## config.mk

```make
export PLATFORM = sky130hd
export DESIGN_NAME = chess_clock_core
export DESIGN_NICKNAME = d
export VERILOG_FILES = /design/src/rtl/chess_clock_core.sv
export SDC_FILE = /design/constraint.sdc
export NUM_CORES = 1
export LEC_CHECK = 0
export CORE_MARGIN = 5
export CORE_UTILIZATION = 40
export CTS_CLUSTER_SIZE = 30
export DETAILED_ROUTE_END_ITERATION = 12
export GPL_TIMING_DRIVEN = 0
export SYNTH_ARGS = -nofsm -noshare
export SYNTH_HDL_FRONTEND = slang
export SYNTH_SLANG_ARGS = --single-unit
```

## constraint.sdc

```tcl
create_clock -name CLK -period 12.74 [get_ports CLK]
set_input_delay 1.911 -clock CLK [delete_from_list [all_inputs] [get_ports CLK]]
set_output_delay 1.911 -clock CLK [all_outputs]
set_load 0.01 [all_outputs]
```

## src/rtl/chess_clock_core.sv

```systemverilog
// Multi-player chess clock timing core: per-player seconds counters with sudden death, Fischer and Bronstein.
// All state updates land one cycle after the causing edge; DISP_TIME is a zero-latency mux. No backpressure.
module chess_clock_core #(
   parameter int N_PLAYERS     = 2,
   parameter int TIME_W        = 14,
   parameter int INC_W         = 6,
   parameter int TICKS_PER_SEC = 50_000_000,
   parameter int INIT_TIME     = 300,
   localparam int SEL_W        = (N_PLAYERS > 1) ? $clog2(N_PLAYERS) : 1
) (
   input  logic                 CLK,
   input  logic                 CLR_N,
   input  logic                 CE,
   input  logic                 STOP,
   input  logic                 SELECT,
   input  logic [1:0]           MODE,
   input  logic [INC_W-1:0]     INC,
   input  logic                 LOAD,
   input  logic [TIME_W-1:0]    LOAD_TIME,
   input  logic [SEL_W-1:0]     DISP_SEL,
   output logic [TIME_W-1:0]    DISP_TIME,
   output logic [SEL_W-1:0]     ACTIVE,
   output logic [N_PLAYERS-1:0] FLAG,
   output logic                 RUNNING,
   output logic                 GAME_OVER
);

   localparam int PW = (TICKS_PER_SEC > 1) ? $clog2(TICKS_PER_SEC) : 1;
   localparam logic [PW-1:0]    PRESC_MAX   = PW'(TICKS_PER_SEC - 1);
   localparam logic [SEL_W-1:0] LAST_PLAYER = SEL_W'(N_PLAYERS - 1);

   typedef enum logic [1:0] {ST_IDLE, ST_RUN, ST_PAUSED, ST_OVER} state_t;

   state_t               r_state;
   logic [TIME_W-1:0]    r_time [N_PLAYERS];
   logic [SEL_W-1:0]     r_active;
   logic [N_PLAYERS-1:0] r_flag;
   logic [PW-1:0]        r_presc;
   logic [INC_W-1:0]     r_delay;
   logic                 r_sel_q;
   logic                 r_running;
   logic                 r_over;

   logic                 w_move;
   logic                 w_cnt;
   logic                 w_wrap;
   logic                 w_tick;
   logic                 w_hold;
   logic                 w_norm;
   logic                 w_flag_now;
   logic [TIME_W-1:0]    w_cur;
   logic [TIME_W-1:0]    w_after_tick;
   logic [TIME_W:0]      w_sum;
   logic [TIME_W-1:0]    w_fischer;
   logic [SEL_W-1:0]     w_next_active;

   assign w_move        = SELECT & ~r_sel_q;
   // A STOP cycle neither counts nor ticks, so a wrap pending at pause is taken on resume.
   assign w_cnt         = CE & ~STOP;
   assign w_wrap        = (r_presc == PRESC_MAX);
   assign w_tick        = (r_state == ST_RUN) & w_cnt & w_wrap;
   assign w_hold        = w_tick & (MODE == 2'b10) & (r_delay < INC);
   assign w_norm        = w_tick & ~w_hold;
   assign w_cur         = r_time[r_active];
   assign w_flag_now    = w_norm & (w_cur <= TIME_W'(1));
   assign w_after_tick  = w_norm ? (w_cur - 1'b1) : w_cur;
   assign w_sum         = {1'b0, w_after_tick} + {{(TIME_W + 1 - INC_W){1'b0}}, INC};
   assign w_fischer     = w_sum[TIME_W] ? '1 : w_sum[TIME_W-1:0];
   assign w_next_active = (r_active == LAST_PLAYER) ? '0 : r_active + 1'b1;

   assign DISP_TIME = (int'(DISP_SEL) < N_PLAYERS) ? r_time[DISP_SEL] : '0;
   assign ACTIVE    = r_active;
   assign FLAG      = r_flag;
   assign RUNNING   = r_running;
   assign GAME_OVER = r_over;

   always_ff @(posedge CLK or negedge CLR_N) begin
      if (!CLR_N) begin
         for (int i = 0; i < N_PLAYERS; i++) r_time[i] <= TIME_W'(INIT_TIME);
         r_state   <= ST_IDLE;
         r_active  <= '0;
         r_flag    <= '0;
         r_presc   <= '0;
         r_delay   <= '0;
         r_sel_q   <= 1'b0;
         r_running <= 1'b0;
         r_over    <= 1'b0;
      end else begin
         r_sel_q <= SELECT;
         if (LOAD && (r_state != ST_RUN)) begin
            for (int i = 0; i < N_PLAYERS; i++) r_time[i] <= LOAD_TIME;
            r_flag    <= '0;
            r_active  <= '0;
            r_presc   <= '0;
            r_delay   <= '0;
            r_state   <= ST_IDLE;
            r_running <= 1'b0;
            r_over    <= 1'b0;
         end else begin
            case (r_state)
               ST_IDLE: begin
                  if (w_move && !STOP) begin
                     r_state   <= ST_RUN;
                     r_running <= 1'b1;
                  end
               end
               ST_RUN: begin
                  // A flagging tick beats a simultaneous move: no increment, no turn change.
                  if (w_flag_now) begin
                     r_time[r_active] <= '0;
                     r_flag[r_active] <= 1'b1;
                     r_state          <= ST_OVER;
                     r_running        <= 1'b0;
                     r_over           <= 1'b1;
                  end else begin
                     if (w_hold) r_delay <= r_delay + 1'b1;
                     if (w_move) begin
                        r_time[r_active] <= (MODE == 2'b01) ? w_fischer : w_after_tick;
                        r_active         <= w_next_active;
                        r_presc          <= '0;
                        r_delay          <= '0;
                     end else begin
                        r_time[r_active] <= w_after_tick;
                        if (w_cnt) r_presc <= w_wrap ? '0 : r_presc + 1'b1;
                     end
                     if (STOP) begin
                        r_state   <= ST_PAUSED;
                        r_running <= 1'b0;
                     end
                  end
               end
               ST_PAUSED: begin
                  if (!STOP) begin
                     r_state   <= ST_RUN;
                     r_running <= 1'b1;
                  end
               end
               default: ;
            endcase
         end
      end
   end

endmodule
```

Routed metal, one colour a layer:
Only two layers are drawn.
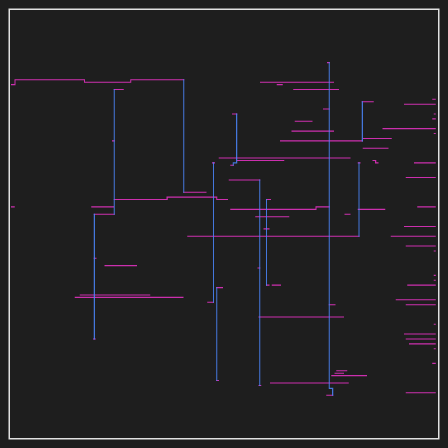
Blue shows M4, wire length 386 µm. Magenta shows M3, wire length 616 µm.
WL final: 13900 µm
vias: 4422
DR WL/cell: 18.3 µm
GR Util All Layers: 0.201

==> qor.csv <==
metric,value,unit
status,finished clean,
Pleak,0.00228,µW
WP depth,20,
multi-input gates,455,
Multiplexer share,0.0737,
Adders+Majority by Area,0.0437,
Top cell excl fill/tap,nor2_1,
final hold violations,0,
count of cell types in the netlist,62,
Post-Syn Area,0.00475,mm²
dpl cell area,0.00543,mm²
Clock Power,257,µW
IO buf count,47,
largest net degree at the start of global routing,67,
CTS buffer count,9,
most frequent cells after synthesis,"nor2_1, o21ai_0, dfrtp_1",
most frequent cells in the layout,"nor2_1, o21ai_0, dfrtp_1",
Largest regs,"r_time x28, r_presc x26, r_delay x6",
dominant kind of cell by area,logic gates,
Reg2Reg Launch Point,ACTIVE,
drt drc,0,
Logic cell area,0.00293,mm²
Crit path largest cell delay,0.66,ns
Worst path slowest cell,o21ai_1,
syn_nets,596,
max reg flops,28,
Post-synth ARST share,1.00,
CP max FO,10,
num rows,39,
H-tree depth,3,
Combinational Power Share,0.364,
xor/xnor share,0.0516,
Finished Core Util,0.498,
largest area contributor in the netlist,dfrtp_1,
GRT Max-Usage Layer,met2,
GR Util met2,0.338,
crit path time final,6.67,ns
Initial Util,0.413,
sw power,299,µW
cells on worst reg2reg path,18,
Post-Layout Cell Count,758,
setup TNS,0,ns
WHS,0.492,ns
met2 WL,6760,µm
Synth Flop Type,dfrtp_1,
register share of total power,0.330,
initial antenna violation count,0,
register area,0.00171,mm²
Cell sizes after repair:
Bar = 20 µm.
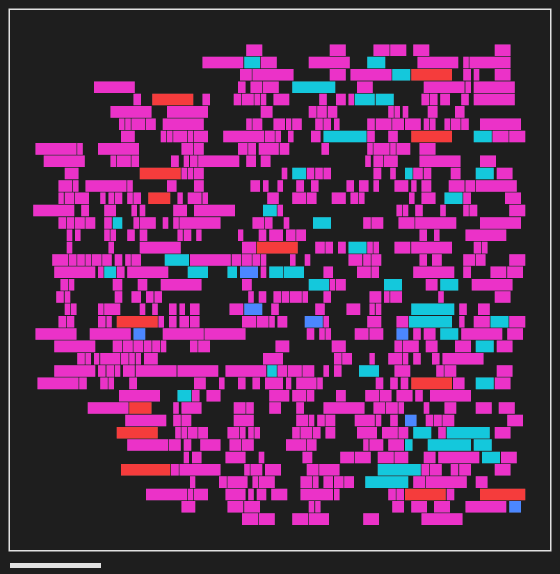
Cyan shows x2, cells 42, most used mux2_2. Red shows x6 and larger, cells 13, most used clkbuf_16. Blue shows x3 and x4, cells 7, most used buf_4. Magenta shows x1 and smaller, cells 553, most used nor2_1.
Synth-to-Final Area Change: 20.6%
Final WS setup: 6.07 ns
cell area after layout: 0.00573 mm²

No activity file was given, so power comes from the tool's default toggle rates.
